Run 1, track usage over the die:
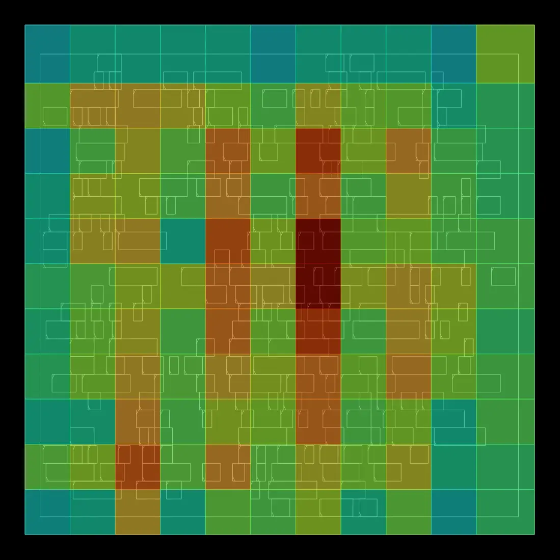
Run 1, routed metal, one color a layer:
The bar under the picture is 20 um long. Two of the layers only.
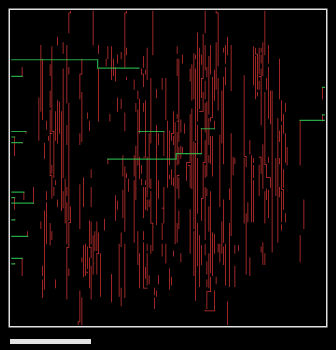
Run 1, cell area per tile:
The die is cut into 8 by 8 equal tiles; black is low, pale yellow is high, 0 to 100% covered.
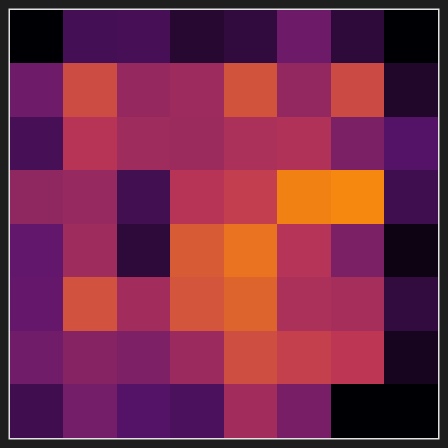
--- src/rtl/shift_serializer_if.sv ---
// Parallel-in / serial-out handshake bundle for shift_serializer.
// slave = serializer side, master = producer/consumer side.
interface shift_serializer_if #(
  parameter int n = 16
);
  logic [n-1:0] data_in;
  logic         in_valid;
  logic         in_ready;
  logic         dir;
  logic         ser_out;
  logic         ser_valid;
  logic         ser_ready;
  logic         done;

  modport master (
    output data_in, in_valid, dir, ser_ready,
    input  in_ready, ser_out, ser_valid, done
  );

  modport slave (
    input  data_in, in_valid, dir, ser_ready,
    output in_ready, ser_out, ser_valid, done
  );
endinterface

--- src/rtl/shift_serializer.sv ---
// Word-to-bitstream serializer with valid/ready on both sides.
// Optional even-parity trailer bit when SER_PARITY_EN is defined.
module shift_serializer #(
  parameter int n = 16
) (
  input logic               clk,
  input logic               reset,
  shift_serializer_if.slave bus
);

  localparam int CW = $clog2(n + 1);

`ifdef SER_PARITY_EN
  typedef enum logic [1:0] {
    IDLE   = 2'd0,
    SHIFT  = 2'd1,
    PARITY = 2'd2
  } state_t;
`else
  typedef enum logic [1:0] {
    IDLE  = 2'd0,
    SHIFT = 2'd1
  } state_t;
`endif

  state_t        state, state_n;
  logic [n-1:0]  word, word_n;
  logic          dir_q, dir_n;
  logic [CW-1:0] cnt, cnt_n;
  logic          out_q, out_n;
  logic          vld_q, vld_n;
  logic          done_q, done_n;

  logic [CW-1:0] cnt_inc;
  logic [CW-1:0] idx;
  logic [n-1:0]  mask;
  logic          nxt_bit;
  logic          last;
  logic          xfer;

  always_ff @(posedge clk) begin
    if (reset) begin
      state  <= IDLE;
      word   <= '0;
      dir_q  <= 1'b0;
      cnt    <= '0;
      out_q  <= 1'b0;
      vld_q  <= 1'b0;
      done_q <= 1'b0;
    end else begin
      state  <= state_n;
      word   <= word_n;
      dir_q  <= dir_n;
      cnt    <= cnt_n;
      out_q  <= out_n;
      vld_q  <= vld_n;
      done_q <= done_n;
    end
  end

  // Next bit index follows the captured direction.
  always_comb begin
    cnt_inc = cnt + CW'(1);
    idx     = dir_q ? cnt_inc : (CW'(n - 1) - cnt_inc);
    mask    = {{(n-1){1'b0}}, 1'b1} << idx;
    nxt_bit = |(word & mask);
    last    = (cnt == CW'(n - 1));
    xfer    = vld_q & bus.ser_ready;
  end

  always_comb begin
    state_n = state;
    word_n  = word;
    dir_n   = dir_q;
    cnt_n   = cnt;
    out_n   = out_q;
    vld_n   = vld_q;
    done_n  = 1'b0;
    case (state)
      IDLE: begin
        vld_n = 1'b0;
        out_n = 1'b0;
        if (bus.in_valid) begin
          state_n = SHIFT;
          word_n  = bus.data_in;
          dir_n   = bus.dir;
          cnt_n   = '0;
          vld_n   = 1'b1;
          out_n   = bus.dir ? bus.data_in[0]
                            : bus.data_in[n-1];
        end
      end
      SHIFT: begin
        if (xfer) begin
          if (last) begin
            cnt_n = '0;
`ifdef SER_PARITY_EN
            state_n = PARITY;
            out_n   = ^word;
`else
            state_n = IDLE;
            vld_n   = 1'b0;
            out_n   = 1'b0;
            done_n  = 1'b1;
`endif
          end else begin
            cnt_n = cnt_inc;
            out_n = nxt_bit;
          end
        end
      end
`ifdef SER_PARITY_EN
      PARITY: begin
        if (xfer) begin
          state_n = IDLE;
          vld_n   = 1'b0;
          out_n   = 1'b0;
          done_n  = 1'b1;
        end
      end
`endif
      default: begin
        state_n = IDLE;
        vld_n   = 1'b0;
        out_n   = 1'b0;
      end
    endcase
  end

  assign bus.in_ready  = (state == IDLE);
  assign bus.ser_out   = out_q;
  assign bus.ser_valid = vld_q;
  assign bus.done      = done_q;

endmodule

--- src/flat_wrapper.sv ---
// flat-port wrapper written by rule: the top's interface ports become plain ports
module shift_serializer_flat 
#(
  parameter int n = 16
)
  (clk, reset, bus_data_in, bus_in_valid, bus_dir, bus_ser_ready, bus_in_ready, bus_ser_out, bus_ser_valid, bus_done);
  shift_serializer_if #(.n(n)) bus_i ();
  input logic clk;
  input logic reset;
  input wire logic [$bits(bus_i.data_in)-1:0] bus_data_in;
  input wire logic [$bits(bus_i.in_valid)-1:0] bus_in_valid;
  input wire logic [$bits(bus_i.dir)-1:0] bus_dir;
  input wire logic [$bits(bus_i.ser_ready)-1:0] bus_ser_ready;
  output wire logic [$bits(bus_i.in_ready)-1:0] bus_in_ready;
  output wire logic [$bits(bus_i.ser_out)-1:0] bus_ser_out;
  output wire logic [$bits(bus_i.ser_valid)-1:0] bus_ser_valid;
  output wire logic [$bits(bus_i.done)-1:0] bus_done;
  assign bus_i.data_in = bus_data_in;
  assign bus_i.in_valid = bus_in_valid;
  assign bus_i.dir = bus_dir;
  assign bus_i.ser_ready = bus_ser_ready;
  assign bus_in_ready = bus_i.in_ready;
  assign bus_ser_out = bus_i.ser_out;
  assign bus_ser_valid = bus_i.ser_valid;
  assign bus_done = bus_i.done;
  shift_serializer #(.n(n)) u_core (.clk(clk), .reset(reset), .bus(bus_i));
endmodule
--- config.mk ---
export PLATFORM = sky130hd
export DESIGN_NAME = shift_serializer_flat
export DESIGN_NICKNAME = d
export VERILOG_FILES = /design/src/rtl/shift_serializer_if.sv /design/src/rtl/shift_serializer.sv /design/src/flat_wrapper.sv
export SDC_FILE = /design/constraint.sdc
export NUM_CORES = 1
export LEC_CHECK = 0
export ABC_AREA = 0
export CELL_PAD_IN_SITES_DETAIL_PLACEMENT = 1
export CELL_PAD_IN_SITES_GLOBAL_PLACEMENT = 2
export CORE_MARGIN = 2
export CORE_UTILIZATION = 27
export DETAILED_ROUTE_END_ITERATION = 7
export GPL_ROUTABILITY_DRIVEN = 0
export MAX_ROUTING_LAYER = met4
export PLACE_DENSITY_LB_ADDON = 0.05
export SYNTH_ARGS = -nofsm -noshare
export SYNTH_HDL_FRONTEND = slang
export SYNTH_SLANG_ARGS = --single-unit
--- constraint.sdc ---
create_clock -name clk -period 1.7 [get_ports clk]
set_input_delay 0.17 -clock clk [delete_from_list [all_inputs] [get_ports clk]]
set_output_delay 0.17 -clock clk [all_outputs]
set_load 0.02 [all_outputs]
==> metrics.cfg, run 1 <==
[floorplan]
die-height_um=77.9
chipArea_sq_um=6070
core_sq_um=5170
fp_util=0.285

[outcome]
violations=negative setup slack
outcome=finished with violations

[critical_path]
crit_path_cell_trace=ha_4, xnor2_4, buf_6, nand2_1, mux4_2, nand2_1, a41o_1
crit_path_max_incr_delay_ns=0.47
r2r-end=u_core.bus.ser_out
worstPathRequired_ns=1.93

[layout]
flop_area_sq_um=524
clock_cell_area_share=0.0326
n_all_buffers=55
design_area_sq_um=2190
comb_area_share=0.445

[detailed_routing]
vias=1516
wl_met2_um=2360
viasPerCell=5.00

[cts]
clk_pin_slew_ns=0.10
clkLatencyLatePin_ns=0.28
cts_tree=done
htreeDepth=1
clock-sinks=26
ctsLongestPathBuffers=2

[synthesis]
yosysWarnings=0
top_cells_by_count=49 x nand2_1, 26 x dfxtp_1, 23 x a21oi_1
avgSynthCellArea_sq_um=7.84
area_leaders=dfxtp_1 35%, nand2_1 12%, a21oi_1 7.8%
ys_types=39
synth-async-reset-ratio=0
synth.cellmix.compoundShare=0.142
syn_inst=188

[placed_design]
dpl.cell_count=291

[sta]
final.min_clock_period_ns=1.78
final.setup.worst_slack_ns=-0.0751
finalClockSkew_ns=0.00237
hold_viol=0
setup_viol=1

[power]
seq-power_uw=663
power_clock_uw=545
total_power_uw=1430
leakage_uw=0.000818

[worst_hold_path]
holdPathEnd=u_core.word[14]

[global_routing]
grt_busiest_layer=met2

-- 'track usage over the die' (at the start) --
GR met3 Demand/Resource: 0.0314
met2 usage in global routing: 0.278

-- 'routed metal, one color a layer' (at the start) --
[M2] red | wire length: 2360 um
[M3] green | wire length: 99.9 um
Total GRT Usage: 0.166
Post-Route WL: 4710 um

-- 'cell area per tile' (at the start) --
fullest tile: 74%
densest ninth of the die: center
nearly empty tiles: 6.2%
mean over tiles: 35%

==> run 1: worst max path at each step <==
stage                       start                  to  slack, ns  depth (start not counted)
floorplan           u_core.cnt[0]  u_core.bus.ser_out       0.01                          6
global placement    u_core.cnt[1]  u_core.bus.ser_out      -0.11                          7
global route        u_core.cnt[1]  u_core.bus.ser_out      -0.17                          7
detailed placement  u_core.cnt[1]  u_core.bus.ser_out      -0.12                          7
CTS                 u_core.cnt[0]  u_core.bus.ser_out      -0.02                          7
finish              u_core.cnt[1]  u_core.bus.ser_out      -0.08                          7
==> run 1: repair_timing <==
action,4_1_cts,5_1_grt
setup buffers,4,4
cloned,0,0
resized,13,9
pin swaps,4,5
setup endpoints to repair,2,3
--- run 2 (diff from run 1) ---
--- a/config.mk
+++ b/config.mk
@@ -17,3 +17,4 @@
 export SYNTH_ARGS = -nofsm -noshare
 export SYNTH_HDL_FRONTEND = slang
 export SYNTH_SLANG_ARGS = --single-unit
+export TNS_END_PERCENT = 50
==> metrics.cfg, run 2 <==
[critical_path]
path_depth=5
worstPathRequired_ns=1.88
crit_start=u_core.cnt[1]
r2r-end=u_core.bus.ser_out
worstSetupEndpoint=u_core.bus.ser_out
crit_path_cell_trace=ha_4, mux2_2, a31oi_1, nand4_1, a41o_1
crit_path_max_incr_delay_ns=0.36

[layout]
n_sequential_cell=26
finalNonFillerCells=295
clock_cell_area_share=0.0344
comb_area_share=0.456
antennaDiodeCount=0

[floorplan]
fp_util=0.285
die-height_um=77.9
chipArea_sq_um=6070

[cts]
ctsResizeCount=9
htreeDepth=1
ctsLongestPathBuffers=2
clock-sinks=26
cts_tree=done
clk_pin_slew_ns=0.10
cts_setup_buffers=0

[synthesis]
avgSynthCellArea_sq_um=7.84
top_cells_by_count=49 x nand2_1, 26 x dfxtp_1, 23 x a21oi_1
area_leaders=dfxtp_1 35%, nand2_1 12%, a21oi_1 7.8%
top_area_frac=0.353
yosysWarnings=0
syn_inst=188
synth-async-reset-ratio=0

[detailed_routing]
drtAntennaViolNets=0
wl_um=4430
viasPerCell=4.87
vias=1436

[sta]
setup_viol=1
final.min_clock_period_ns=1.76
final.setup.worst_slack_ns=-0.0621

[outcome]
violations=negative setup slack
outcome=finished with violations

[power]
power_clock_uw=539
seq-power_uw=668
leakage_uw=0.000768
total_power_uw=1410

[placed_design]
dpl.cell_count=290

[worst_hold_path]
hp-start=bus_data_in[1]

[global_routing]
grt_usage=0.161

-- run 2: cell counts after synthesis --
Identical to the previous run, type by type.
-- run 2: logic make-up after synthesis --
logic type      share of synthesized area
xor+xnor                           0.0340
compound gates                      0.142
flops                               0.353
fa+ha+maj                          0.0255
mux                                 0.101
simple gates                        0.296
buf+inv                            0.0484
-- run 2: per-layer routing --
layer | share of wire | GRT usage | up-vias
li1 | - | - | 727
met1 | 0.50 | 0.213 | 681
met2 | 0.45 | 0.241 | 21
met3 | 0.029 | 0.0267 | 7
met4 | 0.019 | 0.0696 | 0
met5 | 0 | - | -
-- run 2: through the flow --
step           utilization  setup slack (ns)
6_report             0.401           -0.0621
5_1_grt              0.401            -0.145
4_1_cts              0.398           -0.0651
3_5_place_dp         0.377            -0.133
3_3_place_gp         0.377           -0.0421
2_1_floorplan            -           -0.0124
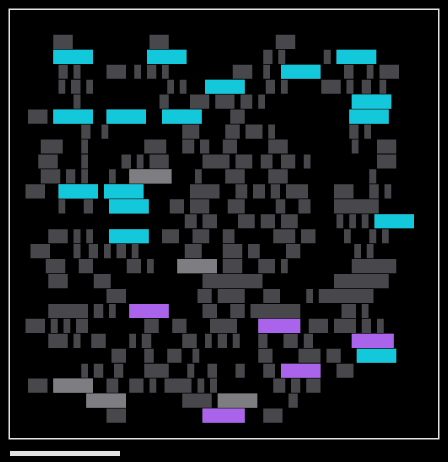
Run 2: where the registers sit
The bar under the picture is 20 um long.
[u_core.cnt] purple | placed flops: 5
[u_core.word] cyan | placed flops: 16
post-layout util: 0.401
register area: 526 sq um

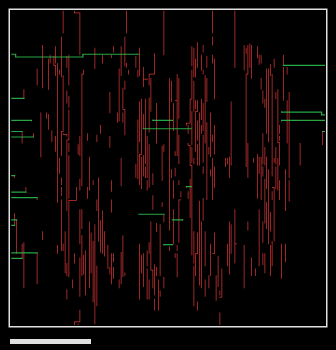
Run 2: routed metal, one color a layer
The bar under the picture is 20 um long. Two of the layers only.
[M3] green | wire length: 130 um
[M2] red | wire length: 1980 um

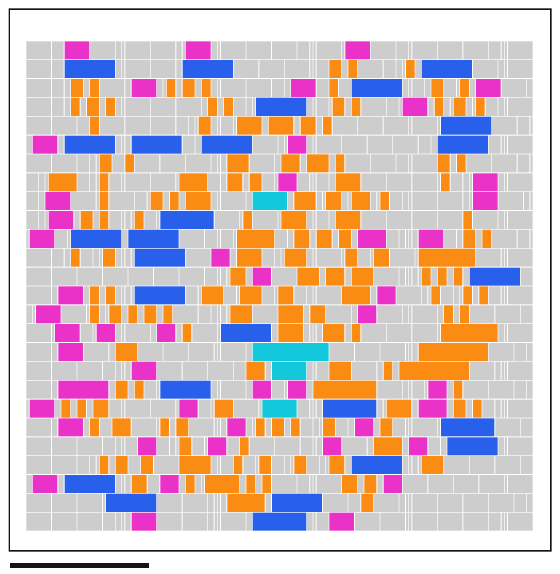
Run 2: placement by cell class
The bar under the picture is 20 um long. Fill, decap, tap and diode cells in gray.
[clock drivers and dummy loads] cyan | cells: 4 | share of their area: 3.6%
[registers] blue | cells: 26 | share of their area: 26%
[remaining buffers and delay cells] magenta | cells: 47 | share of their area: 22%
[remaining logic cells] orange | cells: 148 | share of their area: 48%
core area: 5170 sq um
final design area excluding fillers: 2070 sq um
# rows: 26
Seq area share: 0.253

Run 2, track usage over the die:
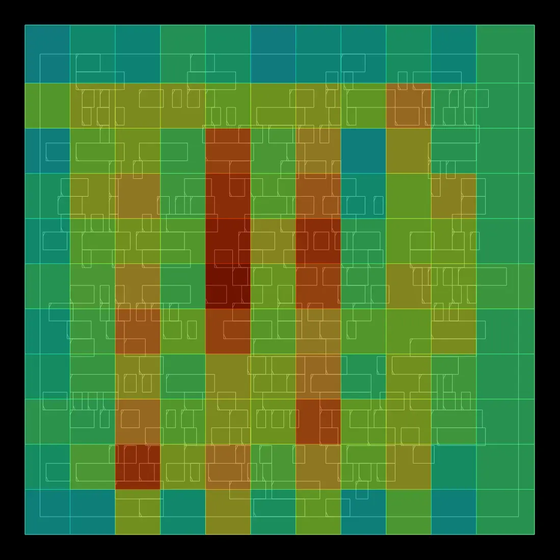

--- run 3 (diff from run 2) ---
--- a/config.mk
+++ b/config.mk
@@ -6,10 +6,8 @@
 export NUM_CORES = 1
 export LEC_CHECK = 0
 export ABC_AREA = 0
-export CELL_PAD_IN_SITES_DETAIL_PLACEMENT = 1
-export CELL_PAD_IN_SITES_GLOBAL_PLACEMENT = 2
 export CORE_MARGIN = 2
-export CORE_UTILIZATION = 27
+export CORE_UTILIZATION = 47
 export DETAILED_ROUTE_END_ITERATION = 7
 export GPL_ROUTABILITY_DRIVEN = 0
 export MAX_ROUTING_LAYER = met4
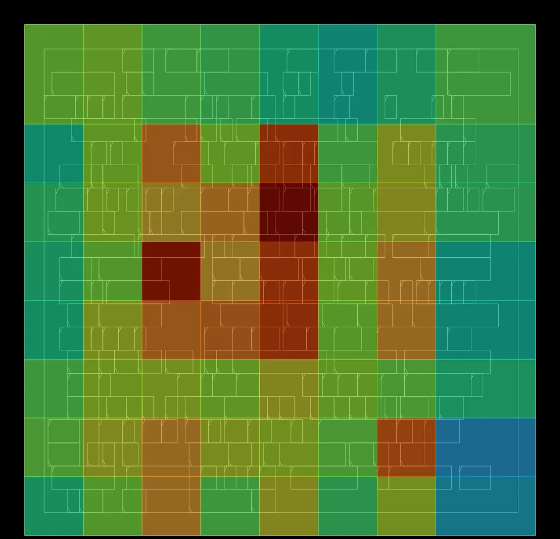
Run 3: track usage over the die
GR Layer Usage met1: 0.291
met2 usage in global routing: 0.351
GR met3 Demand/Resource: 0.0346

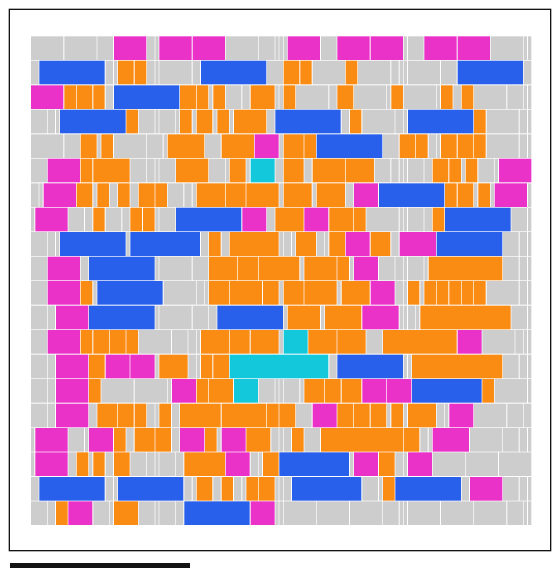
Run 3: placement by cell class
The bar under the picture is 20 um long. Fill, decap, tap and diode cells in gray.
Seq area share: 0.259
core area: 3030 sq um
post-layout util: 0.669
# rows: 20

==> metrics.cfg, run 3 <==
[detailed_routing]
met3_length_um=182
wl_met2_um=1700
vias=1475
drtAntennaViolNets=0
highest_layer=met4

[outcome]
outcome=finished with violations
violations=negative setup slack

[cts]
clkLatencyLatePin_ns=0.34
ctsResizeCount=9

[placed_design]
post-place-ws_ns=-0.0921

[layout]
n_all_buffers=50
design_area_sq_um=2030
comb_area_share=0.462
finalNonFillerCells=272
antennaDiodeCount=0

[power]
seq-power_uw=668

[synthesis]
avgSynthCellArea_sq_um=7.84
top_area_frac=0.353

[global_routing]
grt_usage=0.226

[critical_path]
crit_path_max_incr_delay_ns=0.48
worstPathRequired_ns=1.99

[sta]
final.min_clock_period_ns=1.72
final.setup.worst_slack_ns=-0.0230
finalClockSkew_ns=0.00544
setup_viol=2

[floorplan]
die-height_um=60

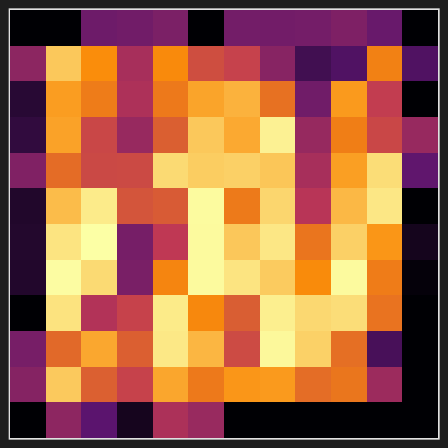
Run 3: cell area per tile
The die is cut into 12 by 12 equal tiles; black is low, pale yellow is high, 0 to 100% covered.
fp util: 0.487

-- run 3: cell counts after synthesis --
No cell type changed its count.
-- run 3: path summary, 6_finish.rpt --
check        slack (ns)  cells after the start            endpoint           start
max               -0.02                      7  u_core.bus.ser_out   u_core.cnt[0]
min                0.36                      3      u_core.word[2]  bus_data_in[2]
max reg2reg       -0.02                      7  u_core.bus.ser_out   u_core.cnt[0]
min reg2reg        0.48                      2      u_core.word[0]  u_core.word[0]
-- run 3: logic make-up (layout without fill, tap and decap cells) --
kind of cell,Yosys count,after routing,share of synthesized area
xor gates and xnor gates,4,4,0.0340
muxes,12,12,0.101
adders and majority gates,3,3,0.0255
and+or+nand+nor,90,90,0.296
AOI/OAI and AO/OA,36,36,0.142
buffers and inverters,17,57,0.0484
DFF,26,26,0.353
